File: src/rtl/apb_master.sv
// APB initiator: accepts one read/write command at a time, runs SETUP->ACCESS on the bus,
// and returns read data or a timeout error on a one-cycle response strobe.
module apb_master #(
    parameter int ADDR_W  = 8,
    parameter int DATA_W  = 21,
    parameter int TIMEOUT = 16
) (
    input  logic              PCLK,
    input  logic              PRESET,
    input  logic              cmd_valid,
    output logic              cmd_ready,
    input  logic              cmd_write,
    input  logic [ADDR_W-1:0] cmd_addr,
    input  logic [DATA_W-1:0] cmd_wdata,
    output logic              rsp_valid,
    output logic [DATA_W-1:0] rsp_rdata,
    output logic              rsp_err,
    output logic              PSEL,
    output logic              PENABLE,
    output logic [ADDR_W-1:0] PADDR,
    output logic              PWRITE,
    output logic [DATA_W-1:0] PWDATA,
    input  logic              PREADY,
    input  logic [DATA_W-1:0] PRDATA
);

    localparam int CNT_W = (TIMEOUT < 1) ? 1 : $clog2(TIMEOUT + 1);

    typedef enum logic [1:0] {IDLE, SETUP, ACCESS} state_t;

    state_t              state_q, state_d;
    logic                psel_q, psel_d;
    logic                penable_q, penable_d;
    logic                pwrite_q, pwrite_d;
    logic [ADDR_W-1:0]   paddr_q, paddr_d;
    logic [DATA_W-1:0]   pwdata_q, pwdata_d;
    logic                rsp_valid_q, rsp_valid_d;
    logic [DATA_W-1:0]   rsp_rdata_q, rsp_rdata_d;
    logic                rsp_err_q, rsp_err_d;
    logic [CNT_W-1:0]    cnt_q, cnt_d;
    logic                timeout_hit;

    // Abort on the wait cycle whose incremented count reaches TIMEOUT-1.
    always_comb begin
        timeout_hit = (TIMEOUT != 0) && ((int'(cnt_q) + 1) >= (TIMEOUT - 1));
    end

    always_comb begin
        state_d     = state_q;
        psel_d      = psel_q;
        penable_d   = penable_q;
        pwrite_d    = pwrite_q;
        paddr_d     = paddr_q;
        pwdata_d    = pwdata_q;
        rsp_valid_d = 1'b0;
        rsp_rdata_d = rsp_rdata_q;
        rsp_err_d   = rsp_err_q;
        cnt_d       = cnt_q;

        case (state_q)
            IDLE: begin
                if (cmd_valid) begin
                    pwrite_d  = cmd_write;
                    paddr_d   = cmd_addr;
                    pwdata_d  = cmd_write ? cmd_wdata : '0;
                    psel_d    = 1'b1;
                    penable_d = 1'b0;
                    state_d   = SETUP;
                end
            end
            SETUP: begin
                penable_d = 1'b1;
                cnt_d     = '0;
                state_d   = ACCESS;
            end
            ACCESS: begin
                if (PREADY) begin
                    psel_d      = 1'b0;
                    penable_d   = 1'b0;
                    rsp_valid_d = 1'b1;
                    rsp_err_d   = 1'b0;
                    rsp_rdata_d = pwrite_q ? '0 : PRDATA;
                    state_d     = IDLE;
                end else if (timeout_hit) begin
                    psel_d      = 1'b0;
                    penable_d   = 1'b0;
                    rsp_valid_d = 1'b1;
                    rsp_err_d   = 1'b1;
                    rsp_rdata_d = '0;
                    state_d     = IDLE;
                end else if (TIMEOUT != 0) begin
                    cnt_d = cnt_q + 1'b1;
                end
            end
            default: begin
                state_d = IDLE;
            end
        endcase
    end

    always_ff @(posedge PCLK) begin
        if (PRESET) begin
            state_q     <= IDLE;
            psel_q      <= 1'b0;
            penable_q   <= 1'b0;
            pwrite_q    <= 1'b0;
            paddr_q     <= '0;
            pwdata_q    <= '0;
            rsp_valid_q <= 1'b0;
            rsp_rdata_q <= '0;
            rsp_err_q   <= 1'b0;
            cnt_q       <= '0;
        end else begin
            state_q     <= state_d;
            psel_q      <= psel_d;
            penable_q   <= penable_d;
            pwrite_q    <= pwrite_d;
            paddr_q     <= paddr_d;
            pwdata_q    <= pwdata_d;
            rsp_valid_q <= rsp_valid_d;
            rsp_rdata_q <= rsp_rdata_d;
            rsp_err_q   <= rsp_err_d;
            cnt_q       <= cnt_d;
        end
    end

    assign cmd_ready = (state_q == IDLE);
    assign PSEL      = psel_q;
    assign PENABLE   = penable_q;
    assign PWRITE    = pwrite_q;
    assign PADDR     = paddr_q;
    assign PWDATA    = pwdata_q;
    assign rsp_valid = rsp_valid_q;
    assign rsp_rdata = rsp_rdata_q;
    assign rsp_err   = rsp_err_q;

endmodule

File: config.mk
export PLATFORM = sky130hd
export DESIGN_NAME = apb_master
export DESIGN_NICKNAME = d
export VERILOG_FILES = /design/src/rtl/apb_master.sv
export SDC_FILE = /design/constraint.sdc
export NUM_CORES = 1
export LEC_CHECK = 0
export ABC_AREA = 1
export CORE_MARGIN = 2
export CORE_UTILIZATION = 34
export CTS_BUF_LIST = sky130_fd_sc_hd__clkbuf_8
export DETAILED_ROUTE_END_ITERATION = 8
export PLACE_DENSITY = 0.79
export RECOVER_POWER = 50
export SYNTH_ARGS = -nofsm -noshare
export SYNTH_HDL_FRONTEND = slang
export SYNTH_SLANG_ARGS = --single-unit
File: constraint.sdc
create_clock -name PCLK -period 1.9 [get_ports PCLK]
set_clock_uncertainty 0.05 [all_clocks]
set_input_delay 0.285 -clock PCLK [delete_from_list [all_inputs] [get_ports PCLK]]
set_output_delay 0.285 -clock PCLK [all_outputs]
set_load 0.03 [all_outputs]
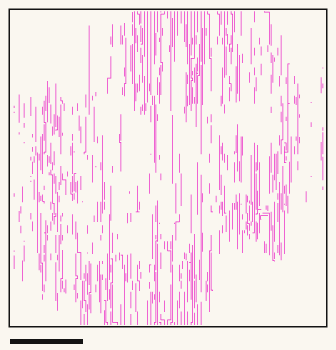
m2.png
Bar = 20 um.
share of all routed wire = 47%
wire length on this layer = 2940 um
nets with wire on the layer = 379
main direction = vertical
longest straight run = 32.3 um
met2 global-route usage: 25.7%
Routed WL: 6270 um
vias: 2336

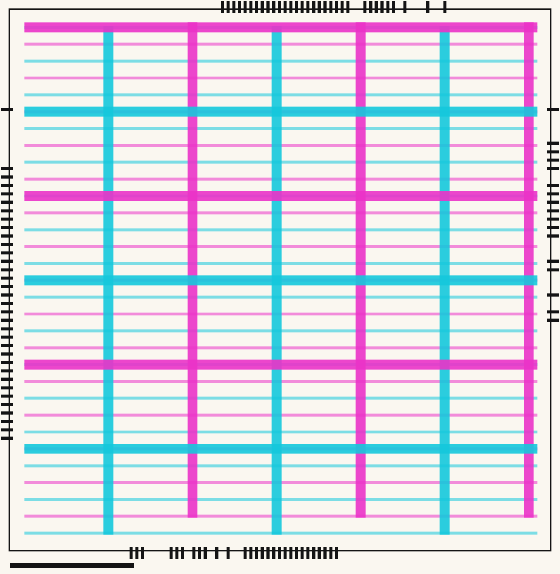
floorplan.png
Bar = 20 um. Pins as bars on the die edge.
magenta -> VDD
cyan -> VSS
rows = 30
met1 rails = 31
signal pins = 111
met4 straps = 6
Die Span X: 87.1 um
Core ar.: 6760 um2
die span in y: 87.1 um

==> results.json <==
{
  "fin_ws_ps": 154,
  "worstPathCellList": "dlygate4sd3_1",
  "h-tree-depth": 3,
  "switchingPower_uw": 779,
  "power.total_mw": 2.97,
  "status": "complete, no violations",
  "setup_violations": 0,
  "cts-root-buf": "clkbuf_8",
  "io_pins": 111,
  "r2r_end": "rsp_err",
  "dr.pass1.iters": 4,
  "edf_count": 0,
  "cts-resized-gates": 2,
  "grt_antenna_before_repair": 0,
  "clkSlewWorstSetupHoldPaths_ps": 70,
  "drive_gt1_share_pct": 6.95,
  "clkSinkCount": 62,
  "path_max_fanout": 2,
  "synth_adder_area_share_pct": 1.06,
  "drc_errors": 0,
  "synth-simple-area-share_pct": 32.9,
  "critical_path_arrival_ps": 1410,
  "yosysMostFrequentCell": "nand2_1",
  "critPathMaxStageDelay_ps": 750,
  "tightest_slew_ps": 642,
  "top_cells_by_area": "dfxtp_1, nand2_1, nand3_1",
  "warnings": 27,
  "netlist.area_leader.share_pct": 52.8,
  "synth.avg_cell_area_um2": 7.78,
  "use_met3_pct": 5.69,
  "hold_buffers": 0,
  "numSynthFlops": 62,
  "timing.hold.ws_ps": 409,
  "powerComb_uw": 449,
  "logic_family": "simple AND/OR/NAND/NOR gates",
  "fin_crit_ps": 1750,
  "r2r_start": "cnt_q[0]",
  "vias_per_cell": 4.70,
  "route.met3.wl_um": 403,
  "area_growth_pct": 58.5,
  "p_leak_nw": 1.59,
  "hold_violations": 0,
  "row_count": 30,
  "ys_seq_share_pct": 52.8,
  "critPathTopFamily": "buffers and inverters",
  "cp-endpoint": "PADDR[4]",
  "placedCellCount": 481,
  "slew_violations": 0,
  "grt_pass1_vias": 2157,
  "nFillCells": 641,
  "rsz0062_at_grt": "false",
  "ys_sh_mux_pct": 0,
  "ant_nets": 0,
  "r2r_slack_ps": 250,
  "dpl-instance-area_um2": 3520,
  "cts_tree": "done",
  "final_core_util_pct": 55.1,
  "seq_cell_power_mw": 1.38,
  "wl_met2_um": 2940,
  "port_buffers": 110,
  "synth-xor-area-share_pct": 0,
  "critPathBufInv": 1,
  "vdd_ir_drop_max_mv": 0.410
}
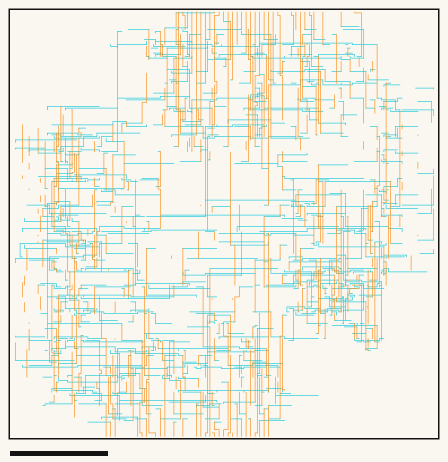
layers.png
Bar = 20 um. Two of the layers only.
orange -> M2  # wire length 2940 um
cyan -> M1  # wire length 2810 um
Routed WL per cell: 12.6 um
GRT Util Overall: 16.9%

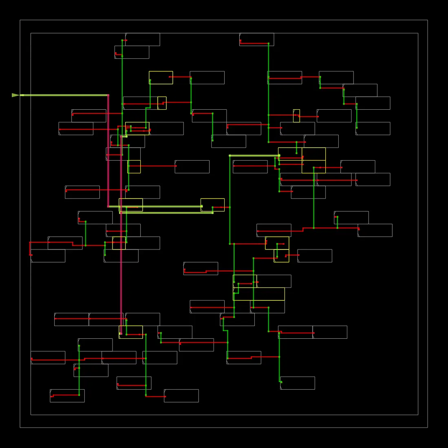
clock_nets.png
clk pwr: 1.15 mW
Clock Latency Late Sink: 330 ps
CLK BUF: 10
Seq cells: 62
TritonCTS buffer count: 9

state kept, by name, summed over array words and instances, names as in the netlist:
register / count
PWDATA: 21
rsp_rdata: 21
PADDR: 8
cnt_q: 5
state_q: 2
PENABLE: 1
PSEL: 1
PWRITE: 1
rsp_err: 1
rsp_valid: 1
final cells by class:
class | instances | area [um2] | area share [%]
Timing Repair Buffer | 117 | 1160 | 31.3
Sequential cell | 62 | 1240 | 33.3
Multi-Input combinational cell | 210 | 972 | 26.1
Tap cell | 80 | 100 | 2.69
Clock buffer | 10 | 138 | 3.70
Clock inverter | 6 | 62.6 | 1.68
Inverter | 12 | 45.0 | 1.21
placed cells by master, fill, tap and decap left out:
master and n:
dfxtp_1 62, a21oi_1 26, nor2_2 2, nor3_1 2
dlygate4sd3_1 25, nor2_4 2, bufinv_16 1, nor2_1 11
ha_1 2, buf_12 1, clkinv_1 1, nand3_1 62
buf_4 6, clkinvlp_4 2, clkdlybuf4s50_1 84, nand2_2 1
o21ai_0 2, dlygate4sd2_1 1, o21bai_1 2, nand2_1 96
a21oi_2 1, clkbuf_8 10, clkinv_4 1, nand2_8 1
inv_1 12, clkinv_2 1
cells by family after synthesis:
| kind of cell | count (synthesis) |
|---|---|
| AND-OR/OR-AND | 31 |
| adder cells (fa/ha/maj) | 2 |
| buffers and inverters | 30 |
| flip-flops | 62 |
| AND/OR/NAND/NOR | 177 |
how the worst min path moves through the flow:
stage                             from           end  slack, ps  depth (start not counted)
after floorplan            cmd_addr[0]      PADDR[0]        340                          2
after CTS                 rsp_rdata[8]  rsp_rdata[8]        410                          2
after global placement    rsp_rdata[4]  rsp_rdata[4]        400                          2
after detailed placement  rsp_rdata[3]  rsp_rdata[3]        400                          2
after global routing      rsp_rdata[6]  rsp_rdata[6]        430                          2
final                     rsp_rdata[4]  rsp_rdata[4]        410                          2
Power is estimated from default activity; no workload was simulated.
